Run 1, sequential cells coloured by netlist name:
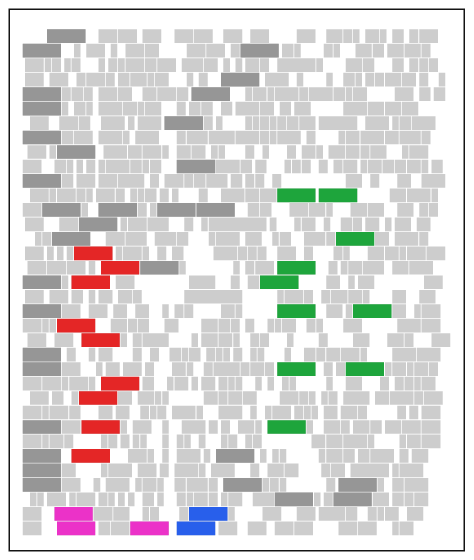
Run 1, signal metal coverage by tile:
Bar = 20 um. 17 x 20 tiles, from black (low) to pale yellow (high), scaled to the fullest tile. Values are wire area over tile area, all layers added.
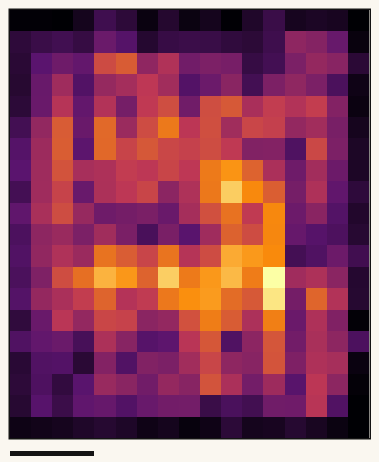
Run 1, placed cells, one colour a class:
Fill, decap, tap and diode cells in grey.
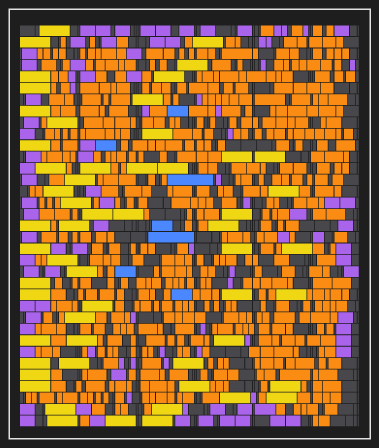
$ cat src/rtl/vend_if.sv
`default_nettype none
// ============================================================================
// Module      : vend_if
// Description : Button/coin/hopper/display bundle for the vending controller.
//               The master drives coins, selections, cancel and hopper ready.
//               The slave (controller) drives change, credit and indicators.
// Revision    : 1.0  initial release
// ============================================================================
interface vend_if #(
    parameter int NUM_SLOTS = 9,
    parameter int CREDIT_W  = 10
);
    logic [5:0]           coinIn;
    logic [NUM_SLOTS-1:0] slotSel;
    logic                 cancel;
    logic                 changeReady;
    logic                 changeValid;
    logic [2:0]           changeCoin;
    logic                 coinReject;
    logic [CREDIT_W-1:0]  credit;
    logic [CREDIT_W-1:0]  dispValue;
    logic [NUM_SLOTS-1:0] greenLed;
    logic [NUM_SLOTS-1:0] redLed;
    logic [NUM_SLOTS-1:0] dispLed;
    logic                 busy;

    modport master (
        output coinIn, slotSel, cancel, changeReady,
        input  changeValid, changeCoin, coinReject, credit, dispValue,
               greenLed, redLed, dispLed, busy
    );

    modport slave (
        input  coinIn, slotSel, cancel, changeReady,
        output changeValid, changeCoin, coinReject, credit, dispValue,
               greenLed, redLed, dispLed, busy
    );
endinterface
`default_nettype wire

$ cat src/rtl/vend_controller_n.sv
`default_nettype none
// ============================================================================
// Module      : vend_controller_n
// Description : Parametrised vending-machine core. Per-slot price table,
//               saturating credit, timed price-check / vend indications and
//               handshaked greedy change return.
//               Optional feature macro: STOCK_TRACK_EN (per-slot stock count).
// Revision    : 1.0  initial release
// ============================================================================
module vend_controller_n #(
    parameter int NUM_SLOTS   = 9,
    parameter int CREDIT_W    = 10,
    parameter logic [NUM_SLOTS*CREDIT_W-1:0] PRICES = {
        10'd275, 10'd250, 10'd225, 10'd200, 10'd175,
        10'd150, 10'd125, 10'd100, 10'd75 },
    parameter int MAX_CREDIT  = 995,
    parameter int SHOW_CYCLES = 4,
    parameter int VEND_CYCLES = 2,
    parameter int STOCK_W     = 4,
    parameter int STOCK_INIT  = 3
) (
    input wire logic clk,
    input wire logic reset,
    vend_if.slave    bus
);

    localparam logic [1:0] c_ST_IDLE   = 2'd0;
    localparam logic [1:0] c_ST_SHOW   = 2'd1;
    localparam logic [1:0] c_ST_VEND   = 2'd2;
    localparam logic [1:0] c_ST_CHANGE = 2'd3;

    // Sum width must hold credit plus the largest coin (500) without wrap.
    localparam int c_SUM_W   = ((CREDIT_W > 9) ? CREDIT_W : 9) + 1;
    localparam int c_TMR_MAX = (SHOW_CYCLES > VEND_CYCLES) ? SHOW_CYCLES : VEND_CYCLES;
    localparam int c_TMR_W   = $clog2(c_TMR_MAX + 1);
    localparam int c_IDX_W   = (NUM_SLOTS > 1) ? $clog2(NUM_SLOTS) : 1;

    logic [1:0]           r_state;
    logic [c_TMR_W-1:0]   r_timer;
    logic [CREDIT_W-1:0]  r_credit;
    logic [CREDIT_W-1:0]  r_showPrice;
    logic                 r_changeValid;
    logic [2:0]           r_changeCoin;
    logic                 r_coinReject;
    logic [NUM_SLOTS-1:0] r_greenLed;
    logic [NUM_SLOTS-1:0] r_redLed;
    logic [NUM_SLOTS-1:0] r_dispLed;

    logic [CREDIT_W-1:0]  w_price [NUM_SLOTS];
    logic [NUM_SLOTS-1:0] w_inStock;
    logic [NUM_SLOTS-1:0] w_afford;
    logic [c_SUM_W-1:0]   w_coinValue;
    logic                 w_coinOne;
    logic [c_SUM_W-1:0]   w_coinSum;
    logic                 w_coinFits;
    logic                 w_selValid;
    logic [c_IDX_W-1:0]   w_selIdx;
    logic [NUM_SLOTS-1:0] w_selOneHot;
    logic [CREDIT_W-1:0]  w_selPrice;
    logic                 w_idleSel;
    logic                 w_vendStart;
    logic [CREDIT_W-1:0]  w_changeNext;

    // Largest hopper coin not exceeding the remaining credit (500 never used).
    function automatic logic [2:0] greedyCode(input logic [CREDIT_W-1:0] c);
        if (c >= CREDIT_W'(100))     return 3'd4;
        else if (c >= CREDIT_W'(50)) return 3'd3;
        else if (c >= CREDIT_W'(25)) return 3'd2;
        else if (c >= CREDIT_W'(10)) return 3'd1;
        else                         return 3'd0;
    endfunction

    function automatic logic [CREDIT_W-1:0] changeValue(input logic [2:0] code);
        case (code)
            3'd4:    return CREDIT_W'(100);
            3'd3:    return CREDIT_W'(50);
            3'd2:    return CREDIT_W'(25);
            3'd1:    return CREDIT_W'(10);
            default: return CREDIT_W'(5);
        endcase
    endfunction

    generate
        for (genvar i = 0; i < NUM_SLOTS; i++) begin : g_slot
            assign w_price[i]  = PRICES[i*CREDIT_W +: CREDIT_W];
            assign w_afford[i] = (r_credit >= w_price[i]) && w_inStock[i];
        end
    endgenerate

`ifdef STOCK_TRACK_EN
    // Per-slot stock counters, decremented when a vend of that slot starts.
    generate
        for (genvar i = 0; i < NUM_SLOTS; i++) begin : g_stock
            logic [STOCK_W-1:0] r_count;
            assign w_inStock[i] = (r_count != '0);
            always_ff @(posedge clk) begin
                if (reset) begin
                    r_count <= STOCK_W'(STOCK_INIT);
                end else if (w_vendStart && w_selOneHot[i]) begin
                    r_count <= r_count - STOCK_W'(1);
                end
            end
        end
    endgenerate
`else
    // Stock is unlimited when tracking is disabled.
    logic w_unusedStockCfg;
    assign w_unusedStockCfg = (STOCK_W + STOCK_INIT) > 0;
    assign w_inStock        = '1;
`endif

    // Decode a coin pulse: only a single set bit is a valid coin.
    always_comb begin
        w_coinOne   = 1'b1;
        w_coinValue = '0;
        case (bus.coinIn)
            6'b000001: w_coinValue = c_SUM_W'(5);
            6'b000010: w_coinValue = c_SUM_W'(10);
            6'b000100: w_coinValue = c_SUM_W'(25);
            6'b001000: w_coinValue = c_SUM_W'(50);
            6'b010000: w_coinValue = c_SUM_W'(100);
            6'b100000: w_coinValue = c_SUM_W'(500);
            default:   w_coinOne   = 1'b0;
        endcase
    end

    assign w_coinSum  = c_SUM_W'(r_credit) + w_coinValue;
    assign w_coinFits = (w_coinSum <= c_SUM_W'(MAX_CREDIT));

    // Lowest-index selection wins when several buttons pulse together.
    always_comb begin
        w_selValid = 1'b0;
        w_selIdx   = '0;
        for (int i = NUM_SLOTS - 1; i >= 0; i--) begin
            if (bus.slotSel[i]) begin
                w_selValid = 1'b1;
                w_selIdx   = c_IDX_W'(i);
            end
        end
    end

    assign w_selOneHot  = NUM_SLOTS'(1) << w_selIdx;
    assign w_selPrice   = w_price[w_selIdx];
    assign w_idleSel    = (r_state == c_ST_IDLE) && (bus.coinIn == '0) && w_selValid;
    assign w_vendStart  = w_idleSel && ((w_afford & w_selOneHot) != '0);
    assign w_changeNext = r_credit - changeValue(r_changeCoin);

    // Main controller: credit, timed indications and change handshake.
    always_ff @(posedge clk) begin
        if (reset) begin
            r_state       <= c_ST_IDLE;
            r_timer       <= '0;
            r_credit      <= '0;
            r_showPrice   <= '0;
            r_changeValid <= 1'b0;
            r_changeCoin  <= '0;
            r_coinReject  <= 1'b0;
            r_greenLed    <= '0;
            r_redLed      <= '0;
            r_dispLed     <= '0;
        end else begin
            r_coinReject <= 1'b0;
            case (r_state)
                c_ST_IDLE: begin
                    r_greenLed <= w_afford;
                    if (bus.coinIn != '0) begin
                        // A coin takes precedence; a same-cycle select/cancel is dropped.
                        if (w_coinOne && w_coinFits) begin
                            r_credit <= w_coinSum[CREDIT_W-1:0];
                        end else begin
                            r_coinReject <= 1'b1;
                        end
                    end else if (w_selValid) begin
                        r_greenLed <= '0;
                        if (w_vendStart) begin
                            r_state   <= c_ST_VEND;
                            r_dispLed <= w_selOneHot;
                            r_credit  <= r_credit - w_selPrice;
                            r_timer   <= c_TMR_W'(VEND_CYCLES - 1);
                        end else begin
                            r_state     <= c_ST_SHOW;
                            r_redLed    <= w_selOneHot;
                            r_showPrice <= w_selPrice;
                            r_timer     <= c_TMR_W'(SHOW_CYCLES - 1);
                        end
                    end else if (bus.cancel && (r_credit != '0)) begin
                        r_greenLed    <= '0;
                        r_state       <= c_ST_CHANGE;
                        r_changeValid <= 1'b1;
                        r_changeCoin  <= greedyCode(r_credit);
                    end
                end
                c_ST_SHOW: begin
                    r_coinReject <= (bus.coinIn != '0);
                    if (r_timer == '0) begin
                        r_state    <= c_ST_IDLE;
                        r_redLed   <= '0;
                        r_greenLed <= w_afford;
                    end else begin
                        r_timer <= r_timer - c_TMR_W'(1);
                    end
                end
                c_ST_VEND: begin
                    r_coinReject <= (bus.coinIn != '0);
                    if (r_timer == '0) begin
                        r_state    <= c_ST_IDLE;
                        r_dispLed  <= '0;
                        r_greenLed <= w_afford;
                    end else begin
                        r_timer <= r_timer - c_TMR_W'(1);
                    end
                end
                c_ST_CHANGE: begin
                    r_coinReject <= (bus.coinIn != '0);
                    // Coin and code stay put until the hopper takes them.
                    if (bus.changeReady) begin
                        r_credit <= w_changeNext;
                        if (w_changeNext == '0) begin
                            r_state       <= c_ST_IDLE;
                            r_changeValid <= 1'b0;
                            r_changeCoin  <= '0;
                        end else begin
                            r_changeCoin <= greedyCode(w_changeNext);
                        end
                    end
                end
                default: begin
                    r_state <= c_ST_IDLE;
                end
            endcase
        end
    end

    assign bus.changeValid = r_changeValid;
    assign bus.changeCoin  = r_changeCoin;
    assign bus.coinReject  = r_coinReject;
    assign bus.credit      = r_credit;
    assign bus.dispValue   = (r_state == c_ST_SHOW) ? r_showPrice : r_credit;
    assign bus.greenLed    = r_greenLed;
    assign bus.redLed      = r_redLed;
    assign bus.dispLed     = r_dispLed;
    assign bus.busy        = (r_state != c_ST_IDLE);

endmodule
`default_nettype wire
$ cat src/flat_wrapper.sv
// flat-port wrapper written by rule: the top's interface ports become plain ports
module vend_controller_n_flat 
#(
    parameter int NUM_SLOTS   = 9,
    parameter int CREDIT_W    = 10,
    parameter logic [NUM_SLOTS*CREDIT_W-1:0] PRICES = {
        10'd275, 10'd250, 10'd225, 10'd200, 10'd175,
        10'd150, 10'd125, 10'd100, 10'd75 },
    parameter int MAX_CREDIT  = 995,
    parameter int SHOW_CYCLES = 4,
    parameter int VEND_CYCLES = 2,
    parameter int STOCK_W     = 4,
    parameter int STOCK_INIT  = 3
)
  (clk, reset, bus_coinIn, bus_slotSel, bus_cancel, bus_changeReady, bus_changeValid, bus_changeCoin, bus_coinReject, bus_credit, bus_dispValue, bus_greenLed, bus_redLed, bus_dispLed, bus_busy);
  vend_if #(.NUM_SLOTS(NUM_SLOTS), .CREDIT_W(CREDIT_W)) bus_i ();
  input wire logic clk;
  input wire logic reset;
  input wire logic [$bits(bus_i.coinIn)-1:0] bus_coinIn;
  input wire logic [$bits(bus_i.slotSel)-1:0] bus_slotSel;
  input wire logic [$bits(bus_i.cancel)-1:0] bus_cancel;
  input wire logic [$bits(bus_i.changeReady)-1:0] bus_changeReady;
  output wire logic [$bits(bus_i.changeValid)-1:0] bus_changeValid;
  output wire logic [$bits(bus_i.changeCoin)-1:0] bus_changeCoin;
  output wire logic [$bits(bus_i.coinReject)-1:0] bus_coinReject;
  output wire logic [$bits(bus_i.credit)-1:0] bus_credit;
  output wire logic [$bits(bus_i.dispValue)-1:0] bus_dispValue;
  output wire logic [$bits(bus_i.greenLed)-1:0] bus_greenLed;
  output wire logic [$bits(bus_i.redLed)-1:0] bus_redLed;
  output wire logic [$bits(bus_i.dispLed)-1:0] bus_dispLed;
  output wire logic [$bits(bus_i.busy)-1:0] bus_busy;
  assign bus_i.coinIn = bus_coinIn;
  assign bus_i.slotSel = bus_slotSel;
  assign bus_i.cancel = bus_cancel;
  assign bus_i.changeReady = bus_changeReady;
  assign bus_changeValid = bus_i.changeValid;
  assign bus_changeCoin = bus_i.changeCoin;
  assign bus_coinReject = bus_i.coinReject;
  assign bus_credit = bus_i.credit;
  assign bus_dispValue = bus_i.dispValue;
  assign bus_greenLed = bus_i.greenLed;
  assign bus_redLed = bus_i.redLed;
  assign bus_dispLed = bus_i.dispLed;
  assign bus_busy = bus_i.busy;
  vend_controller_n #(.NUM_SLOTS(NUM_SLOTS), .CREDIT_W(CREDIT_W), .PRICES(PRICES), .MAX_CREDIT(MAX_CREDIT), .SHOW_CYCLES(SHOW_CYCLES), .VEND_CYCLES(VEND_CYCLES), .STOCK_W(STOCK_W), .STOCK_INIT(STOCK_INIT)) u_core (.clk(clk), .reset(reset), .bus(bus_i));
endmodule
$ cat config.mk
export PLATFORM = sky130hd
export DESIGN_NAME = vend_controller_n_flat
export DESIGN_NICKNAME = d
export VERILOG_FILES = /design/src/rtl/vend_if.sv /design/src/rtl/vend_controller_n.sv /design/src/flat_wrapper.sv
export SDC_FILE = /design/constraint.sdc
export NUM_CORES = 1
export LEC_CHECK = 0
export ABC_CLOCK_PERIOD_IN_PS = 6700
export CORE_ASPECT_RATIO = 1.2
export CORE_MARGIN = 2
export CORE_UTILIZATION = 61
export CTS_BUF_LIST = sky130_fd_sc_hd__clkbuf_8
export CTS_CLUSTER_SIZE = 24
export DETAILED_ROUTE_END_ITERATION = 7
export GPL_TIMING_DRIVEN = 0
export PLACE_DENSITY_LB_ADDON = 0.12
export RECOVER_POWER = 50
export SETUP_SLACK_MARGIN = 0.15
export SLEW_MARGIN = 20
export SYNTH_ARGS = -nofsm -noshare
export SYNTH_HDL_FRONTEND = slang
export SYNTH_SLANG_ARGS = --single-unit
export TNS_END_PERCENT = 100
$ cat constraint.sdc
create_clock -name clk -period 6.7 [get_ports clk]
set_input_delay 0.67 -clock clk [delete_from_list [all_inputs] [get_ports clk]]
set_output_delay 0.67 -clock clk [all_outputs]
set_load 0.005 [all_outputs]
==> ci_impl_report.md, run 1 <==
## Implementation flow summary

| Metric | Value |
|---|---|
| Final worst path period share | `between 70 and 80%` |
| Cell type contributing the most total cell area after synthesis | `sky130_fd_sc_hd__dfxtp_1` |
| Routed wire length per instance | `18.63 um` |
| Remaining number of nets flagged by the antenna check after routing | `0` |
| Synthesized area per cell | `7.644 um2` |
| Number of DRC violations after detailed routing | `0` |
| Worst EP required | `between 6000 and 7000 ps` |
| TritonCTS buffer count | `5` |
| Most popular library cell in the synthesized design by count | `sky130_fd_sc_hd__nor2_1` |
| Outcome | `finished clean` |
| Post-synthesis instance area | `4831 um2` |
| OpenROAD warnings | `36` |
| Detailed Place HPWL | `11450 um` |
| Global-route congestion overflow total | `0` |
| Tmin final | `4761 ps` |
| Setup repair after global routing missed its margin | `false` |
| Worst hold path type | `reg2reg` |
| Power per Cell Area | `150.7 nW/um2` |
| Arrival time of data at the critical path endpoint | `4960 ps` |
| Aggregate negative setup slack | `0 ps` |
| Final Setup Violations | `0` |
| Final hold viol count | `0` |
| Ys flops | `about 56` |
| Total routing usage reported by global routing | `34.16%` |
| Area growth from synthesis to layout | `18.70%` |
| Worst-margin pin slew | `745.1 ps` |
| Worst VDD drop | `0.1210 mV` |
| Number of cells in the yosys synthesis report | `between 600 and 700` |
| Highest-count cells in the layout ignoring fill and taps | `81 x sky130_fd_sc_hd__nor2_1, 56 x sky130_fd_sc_hd__dfxtp_1, 49 x sky130_fd_sc_hd__dlygate4sd3_1` |
| Count of max-cap constraint violations | `0` |
| Crit Path Category | `in2reg` |
| Vias/cell | `6.478` |
| Number of gates resized after cts | `0` |
| Worst reg-to-reg path cell count | `13` |
| Core box area | `7664 um2` |
| Bufs on Longest Clock Path | `2` |
| Total detailed-routing wirelength | `14850 um` |
| Proportion of netlist area held by the largest area contributor | `23.21%` |
| Final Worst Setup Slack | `a little under 2000 ps` |
| First drt pass iteration count | `6` |
| Floorplan core density | `63.04%` |
| Worst max-slew margin expressed relative to the limit | `roughly half` |
| Cell variety after synth | `77` |
| Pleak | `2.330 nW` |
| # H-tree levels | `2` |
| Most frequent cells after synthesis | `81 x sky130_fd_sc_hd__nor2_1, 56 x sky130_fd_sc_hd__dfxtp_1, 46 x sky130_fd_sc_hd__nand2_1` |
About 'sequential cells coloured by netlist name':
red -> `u_core.bus.greenLed`  # placed flops 9
magenta -> `u_core.r_timer`  # placed flops 3
green -> `u_core.bus.credit`  # placed flops 10
blue -> `u_core.r_state`  # placed flops 2
not coloured = 32

About 'signal metal coverage by tile':
fullest tile = 0.80
densest ninth of the die = centre
nearly empty tiles = 2.6%
tiles over half the peak = 25%
mean over tiles = 0.29

About 'placed cells, one colour a class':
yellow -> flops  # cells 56, share of their area 20%
purple -> other buffers and delay cells  # cells 100, share of their area 15%
blue -> clock drivers and dummy loads  # cells 7, share of their area 2.3%
orange -> combinational and other logic  # cells 542, share of their area 63%

run 1: sequential cells by signal, indices dropped and copies added (netlist names):
| register | cells |
|---|---|
| u_core.bus.dispLed | 9 |
| u_core.r_state | 2 |
| u_core.bus.changeCoin | 3 |
| u_core.bus.changeValid | 1 |
| u_core.bus.greenLed | 9 |
| u_core.r_timer | 3 |
| u_core.bus.redLed | 9 |
| u_core.r_showPrice | 9 |
| u_core.bus.credit | 10 |
| u_core.bus.coinReject | 1 |
run 1: cell families (layout without fill, tap and decap cells):
kind of cell / count (synthesis) / after routing / share of synthesized area (%)
fa+ha+maj: 42 / 42 / 11.34
mux: 32 / 32 / 6.812
xor+xnor: 19 / 19 / 3.445
compound gates: 185 / 185 / 25.64
flops: 56 / 56 / 23.21
buf+inv: 60 / 133 / 5.361
simple gates: 238 / 238 / 24.19
run 1: per-layer routing:
metal	up-vias	wire length [um]	GRT usage [%]
met3	65	932	4.156
met1	2423	5792	40.26
met4	0	834	19.54
met5	-	0	0
met2	220	7288	59.80
li1	2455	-	-
run 1: critical path, stage by stage:
cell and delay [ps]:
sky130_fd_sc_hd__dlygate4sd3_1 640, sky130_fd_sc_hd__or2_2 300, sky130_fd_sc_hd__clkbuf_1 140, sky130_fd_sc_hd__nand2_1 70, sky130_fd_sc_hd__o21ai_0 80, sky130_fd_sc_hd__nor4_1 230
sky130_fd_sc_hd__ha_1 350, sky130_fd_sc_hd__o21a_1 210, sky130_fd_sc_hd__a2111o_1 400, sky130_fd_sc_hd__o311ai_0 200, sky130_fd_sc_hd__o2111ai_1 230, sky130_fd_sc_hd__o31ai_1 580
sky130_fd_sc_hd__a31oi_2 350, sky130_fd_sc_hd__buf_2 290, sky130_fd_sc_hd__mux2i_1 160, sky130_fd_sc_hd__nor2_1 50
run 1: through the flow:
stage | instance area, um2 | utilization, %
after floorplan | 4831 | -
after global placement | 5607 | 73.16
after detailed placement | 5607 | 73.16
after CTS | 5736 | 74.84
after global routing | 5734 | 74.82
final | 5734 | 74.82
run 1: power by group:
| group | switching [mW] | internal, mW |
|---|---|---|
| registers | 0.0125 | 0.341 |
| logic | 0.150 | 0.100 |
| clock network | 0.112 | 0.147 |
| total | 0.275 | 0.589 |
run 1: area by class of cell:
cell class,count,area [um2]
Inverter,26,97.59
Clock buffer,5,68.82
Tap cell,92,115.1
Clock inverter,2,60.06
Multi-Input combinational cell,516,3451
Buffer,34,160.2
Fill cell,603,1929
Timing Repair Buffer,66,660.6
Sequential cell,56,1121
run 1: path summary, 6_finish.rpt:
check	startpoint	to	slack, ps
hold / removal	u_core.bus.redLed[8]	u_core.bus.redLed[8]	450
hold reg to reg	u_core.bus.redLed[8]	u_core.bus.redLed[8]	450
setup reg to reg	u_core.bus.changeCoin[2]	u_core.r_state[0]	2630
setup / recovery	bus_coinIn[4]	u_core.bus.credit[2]	1940
Run 1, placement view:
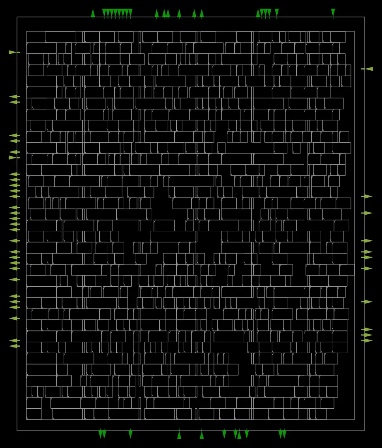

## Run 2: what changed since run 1
--- a/config.mk
+++ b/config.mk
@@ -5,10 +5,10 @@
 export SDC_FILE = /design/constraint.sdc
 export NUM_CORES = 1
 export LEC_CHECK = 0
-export ABC_CLOCK_PERIOD_IN_PS = 6700
+export ABC_CLOCK_PERIOD_IN_PS = 4870
 export CORE_ASPECT_RATIO = 1.2
 export CORE_MARGIN = 2
-export CORE_UTILIZATION = 61
+export CORE_UTILIZATION = 57
 export CTS_BUF_LIST = sky130_fd_sc_hd__clkbuf_8
 export CTS_CLUSTER_SIZE = 24
 export DETAILED_ROUTE_END_ITERATION = 7
==> constraint.sdc (replaced) <==
create_clock -name clk -period 4.87 [get_ports clk]
set_input_delay 0.487 -clock clk [delete_from_list [all_inputs] [get_ports clk]]
set_output_delay 0.487 -clock clk [all_outputs]
set_load 0.005 [all_outputs]
Run 2, placement view:
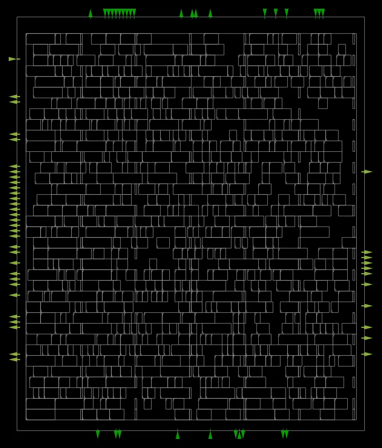
final design utilization: 69.89%
core box area: 8198 um2
standard-cell row count: 36
flip-flops: 56

Run 2, close-up of the layout:
Bar = 20 um. Window x 0 to 50, y 1 to 51 um. Cells in grey, sequential cells in the stronger grey; small squares are vias.
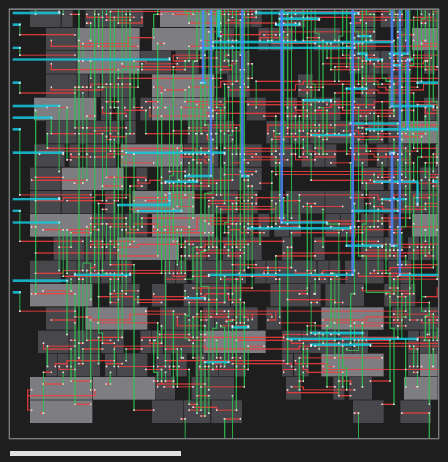
red -> metal 1
green -> metal 2
cyan -> metal 3
blue -> metal 4
cells with their middle in the window = 217
netlist names of flops here include = `u_core.bus.dispLed` (8), `u_core.bus.greenLed` (8), `u_core.r_timer` (3)
most frequent = nor2_1 (40), dfxtp_1 (23), dlygate4sd3_1 (17)
sequential cells in the window = 23

==> run 2 against run 1 <==
Die area is 6.7% higher. Clock-buffer cell count grew 1. First-iteration DRC count up 4.2%. Sequential power rose by 38%. Non-clock buffer count stayed put. Area after synthesis unchanged. Register-to-register slack lost 1900 ps. Synthesized cell count unchanged. Hold slack improved by 3.3 ps. Critical path type unchanged.
==> ci_impl_report.md, run 2 <==
## Implementation flow summary

| Metric | Value |
|---|---|
| Global-route congestion overflow total | `0` |
| Floorplan core density | `between 50% and 60%` |
| Setup repair after global routing missed its margin | `false` |
| Count of max-cap constraint violations | `0` |
| Total routing usage reported by global routing | `roughly 33%` |
| Final Setup Violations | `0` |
| Worst-margin pin slew | `835.9 ps` |
| Fill cell instance count of the final layout | `701` |
| Detailed Place HPWL | `~12000 um` |
| Crit Path Category | `in2reg` |
| Relative contribution of the clock network to total power | `25.2%` |
| Remaining number of nets flagged by the antenna check after routing | `0` |
| Most frequent cells after synthesis | `81 x sky130_fd_sc_hd__nor2_1, 56 x sky130_fd_sc_hd__dfxtp_1, 46 x sky130_fd_sc_hd__nand2_1` |
| Outcome | `finished clean` |
| Aggregate negative setup slack | `0 ps` |
| Final worst path period share | `about 93%` |
| Proportion of power drawn by combinational gates | `31.0%` |
| Worst max-slew margin expressed relative to the limit | `43.84%` |
| Slowest stage delay, CP | `590 ps` |
| Cell variety after synth | `between 70 and 80` |
run 2: path summary, 6_finish.rpt:
kind                           to  cells past startpoint            startpoint  slack, ps
max          u_core.bus.credit[2]                     13         bus_coinIn[4]        350
min          u_core.bus.redLed[8]                      2  u_core.bus.redLed[8]        460
max reg2reg     u_core.r_state[0]                     12  u_core.bus.credit[0]        760
min reg2reg  u_core.bus.redLed[8]                      2  u_core.bus.redLed[8]        460
run 2: worst reg2reg max path: stages (launching register included):
cell and delay (ps):
sky130_fd_sc_hd__dfxtp_1 460, sky130_fd_sc_hd__inv_1 300, sky130_fd_sc_hd__ha_1 240, sky130_fd_sc_hd__inv_1 60, sky130_fd_sc_hd__fa_1 430, sky130_fd_sc_hd__a211oi_1 250, sky130_fd_sc_hd__o21ai_0 170, sky130_fd_sc_hd__a211oi_1 290
sky130_fd_sc_hd__xor2_1 170, sky130_fd_sc_hd__or4b_4 550, sky130_fd_sc_hd__o41a_1 470, sky130_fd_sc_hd__or4_1 490, sky130_fd_sc_hd__a21oi_1 150
run 2: kinds of logic (layout without fill, tap and decap cells):
logic type | after synthesis | after routing | share of synthesized area [%]
buffers and inverters | 60 | 134 | 5.361
XOR/XNOR | 19 | 19 | 3.445
multiplexers | 32 | 32 | 6.812
AND-OR/OR-AND | 185 | 185 | 25.64
flip-flops | 56 | 56 | 23.21
AND/OR/NAND/NOR | 238 | 238 | 24.19
adder cells (fa/ha/maj) | 42 | 42 | 11.34
run 2: stage by stage:
step,instance area [um2],utilization [%]
6_report,5729,69.89
3_3_place_gp,5634,68.73
2_1_floorplan,4831,-
4_1_cts,5731,69.90
5_1_grt,5729,69.89
3_5_place_dp,5634,68.73
run 2: power by group through the flow:
stage	clock network [mW]	logic, mW	registers [mW]
CTS	0.281	0.342	0.487
floorplan	0	0.229	0.492
detailed placement	0	0.339	0.498
global route	0.298	0.377	0.489
global placement	0	0.332	0.497
finish	0.279	0.344	0.487
run 2: area by class of cell:
cell class	instances	area, um2	share of cell area (%)
multi-input combinational	516	3451	60.23
sequential	56	1121	19.57
timing repair buffer	66	660.6	11.53
buffer	34	160.2	2.795
tap	114	142.6	2.490
inverter	26	97.59	1.703
clock buffer	6	82.58	1.441
clock inverter	2	13.76	0.2402
run 2: metal layers:
layer / part of all wire, % / routed length, um / up-vias / track usage, %
met2: 48 / 7116 / 236 / 54.22
li1: - / - / 2452 / -
met4: 4.8 / 711 / 0 / 15.58
met1: 41 / 6094 / 2388 / 41.15
met5: 0 / 0 / - / 0
met3: 6.3 / 937 / 49 / 4.897
## Run 3: what changed since run 2
--- a/config.mk
+++ b/config.mk
@@ -10,7 +10,7 @@
 export CORE_MARGIN = 2
 export CORE_UTILIZATION = 57
 export CTS_BUF_LIST = sky130_fd_sc_hd__clkbuf_8
-export CTS_CLUSTER_SIZE = 24
+export CTS_CLUSTER_SIZE = 12
 export DETAILED_ROUTE_END_ITERATION = 7
 export GPL_TIMING_DRIVEN = 0
 export PLACE_DENSITY_LB_ADDON = 0.12
Run 3, sequential cells coloured by netlist name:
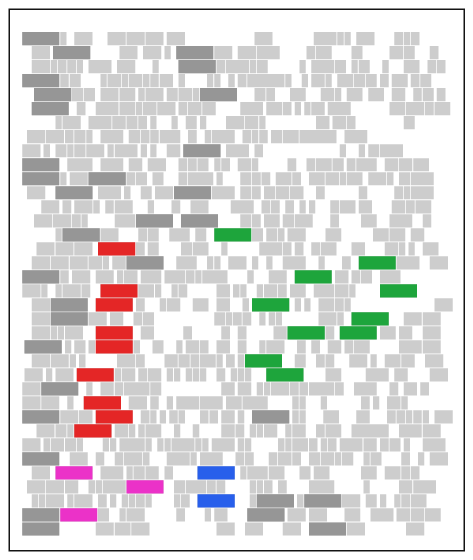
blue -> `u_core.r_state`  # placed flops 2
magenta -> `u_core.r_timer`  # placed flops 3
red -> `u_core.bus.greenLed`  # placed flops 9
green -> `u_core.bus.credit`  # placed flops 10
not coloured = 32
area of all sequential standard cells: 1121 um2
register share of the cell area: 19.57%
power drawn by the sequential cells: 0.487 mW

==> run 3 against run 2 <==
Global-route usage stayed put. Highest routed layer unchanged. Critical endpoint unchanged. Largest cell class unchanged. Die area is the same. Register-to-register slack is essentially flat. Sequential power is essentially flat. Largest power group unchanged. First-iteration DRC count unchanged.
==> ci_impl_report.md, run 3 <==
## Implementation flow summary

| Metric | Value |
|---|---|
| Outcome | `finished clean` |
| Worst EP required | `5070 ps` |
| Global-route congestion overflow total | `0` |
| Fill cell instance count of the final layout | `701` |
| Pleak | `2.310 nW` |
| Highest-count cells in the layout ignoring fill and taps | `81 x sky130_fd_sc_hd__nor2_1, 56 x sky130_fd_sc_hd__dfxtp_1, 46 x sky130_fd_sc_hd__nand2_1` |
| Aggregate negative setup slack | `0 ps` |
| # H-tree levels | `2` |
| Setup repair after global routing missed its margin | `false` |
| Worst-path cell with the longest stage delay | `sky130_fd_sc_hd__o31ai_1` |
| Vias in the first global route | `4823` |
| Final worst path period share | `92.76%` |
| Ys flops | `56` |
| Count of max-cap constraint violations | `0` |
| Standard-cell row count | `36` |
| OpenROAD warnings | `36` |
| Final Setup Violations | `0` |
| Slowest stage delay, CP | `~590 ps` |
| Worst-margin pin slew | `835.9 ps` |
| Worst VDD drop | `0.2229 mV` |
| DP Cell Count | `812` |
| Power per Cell Area | `193.8 nW/um2` |
| Cells along the critical path | `clkdlybuf4s50_1 > or3_1 > nor3_1 > ha_1 > a211o_1 > a2111o_1 > o311ai_0 > o2111ai_1 > o31ai_1 > a31oi_2 > buf_2 > mux2i_1 > nor2_1` |
| Detailed Place HPWL | `between 10000 and 15000 um` |
| Bufs on Longest Clock Path | `2` |
| Arrival time of data at the critical path endpoint | `4720 ps` |
| Synthesized area per cell | `7.644 um2` |
| Vias/cell | `6.250` |
| Area growth from synthesis to layout | `18.60%` |
| Routed wire length per instance | `between 15 and 20 um` |
| Cell variety after synth | `77` |
| Remaining number of nets flagged by the antenna check after routing | `0` |
| First drt pass iteration count | `5` |
| Number of gates resized after cts | `0` |
| Final-report max-slew violation count | `0` |
| Most frequent cells after synthesis | `81 x sky130_fd_sc_hd__nor2_1, 56 x sky130_fd_sc_hd__dfxtp_1, 46 x sky130_fd_sc_hd__nand2_1` |
| Cell type contributing the most total cell area after synthesis | `sky130_fd_sc_hd__dfxtp_1` |
| Most popular library cell in the synthesized design by count | `sky130_fd_sc_hd__nor2_1` |
| Post-synthesis instance area | `4831 um2` |
| Worst hold path type | `reg2reg` |
| TritonCTS buffer count | `5` |
| Tmin final | `about 4500 ps` |
| Crit Path Category | `in2reg` |
| Total detailed-routing wirelength | `between 10000 and 15000 um` |
| Final design utilization | `roughly 70%` |
| Combinational cell area excluding buffers and inverters | `around 3500 um2` |
| Number of DRC violations after detailed routing | `0` |
Run 3, close-up of the layout:
Bar = 20 um. Window x 0 to 50, y 1 to 51 um. Cells in grey, sequential cells in the stronger grey; small squares are vias.
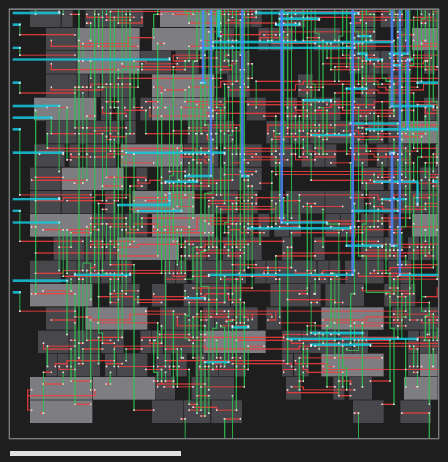
blue -> metal 4
green -> metal 2
red -> metal 1
cyan -> metal 3
netlist names of flops here include = `u_core.bus.dispLed` (8), `u_core.bus.greenLed` (8), `u_core.r_timer` (3)
most frequent = nor2_1 (40), dfxtp_1 (23), dlygate4sd3_1 (17)
cells with their middle in the window = 217
sequential cells in the window = 23

## run 3: cell counts after synthesis
No cell type changed its count.
## run 3: power by group
| group | switching (mW) | internal, mW | leakage, nW |
|---|---|---|---|
| sequential | 0.0179 | 0.469 | 0.452 |
| combinational | 0.205 | 0.138 | 1.81 |
| clock | 0.163 | 0.117 | 0.0516 |
## run 3: final timing paths
path | start | end | slack [ps] | depth (start not counted)
worst max-delay path | bus_coinIn[4] | u_core.bus.credit[2] | 350 | 13
worst min-delay path | u_core.bus.redLed[8] | u_core.bus.redLed[8] | 460 | 2
worst max register to register | u_core.bus.credit[0] | u_core.r_state[0] | 760 | 12
worst min register to register | u_core.bus.redLed[8] | u_core.bus.redLed[8] | 460 | 2
## run 3: cell families after synthesis
group | after synthesis | synth area share (%)
buffers and inverters | 60 | 5.361
DFF | 56 | 23.21
AOI/OAI and AO/OA | 185 | 25.64
adders and majority gates | 42 | 11.34
muxes | 32 | 6.812
xor gates and xnor gates | 19 | 3.445
and+or+nand+nor | 238 | 24.19
## run 3: metrics by stage
| step | area (um2) | power, mW | setup WS (ps) | hold WS [ps] |
|---|---|---|---|---|
| floorplan | 4831 | 0.7205 | 1194 | 445.6 |
| global placement | 5634 | 0.8293 | 158.1 | 440.9 |
| detailed placement | 5634 | 0.8370 | 50.66 | 446.7 |
| CTS | 5731 | 1.111 | 389.7 | 461.4 |
| global route | 5729 | 1.164 | 155.1 | 484.2 |
| finish | 5729 | 1.110 | 352.5 | 456.4 |
## run 3: cell type report
cell class / count / area share, %
multi-input cells: 516 / 60.23
plain buffers: 34 / 2.795
clock buffers: 6 / 1.441
clock inverters: 2 / 0.2402
flip-flops and latches: 56 / 19.57
repair buffers: 66 / 11.53
well taps: 114 / 2.490
inverters: 26 / 1.703
## run 3: worst max-delay path, delay by kind of cell
| kind | cells | cell delay (ps) |
|---|---|---|
| AOI/OAI and AO/OA | 6 | 1980 |
| buffers and inverters | 2 | 830 |
| and+or+nand+nor | 3 | 890 |
| adders and majority gates | 1 | 360 |
| muxes | 1 | 160 |
## run 3: metal layers
| layer | routed length (um) | track usage (%) |
|---|---|---|
| met4 | 711 | 15.58 |
| met2 | 7116 | 54.22 |
| met5 | 0 | 0 |
| met3 | 937 | 4.897 |
| met1 | 6094 | 41.15 |
Power figures rest on the tool's default switching activity, not on a simulated workload.
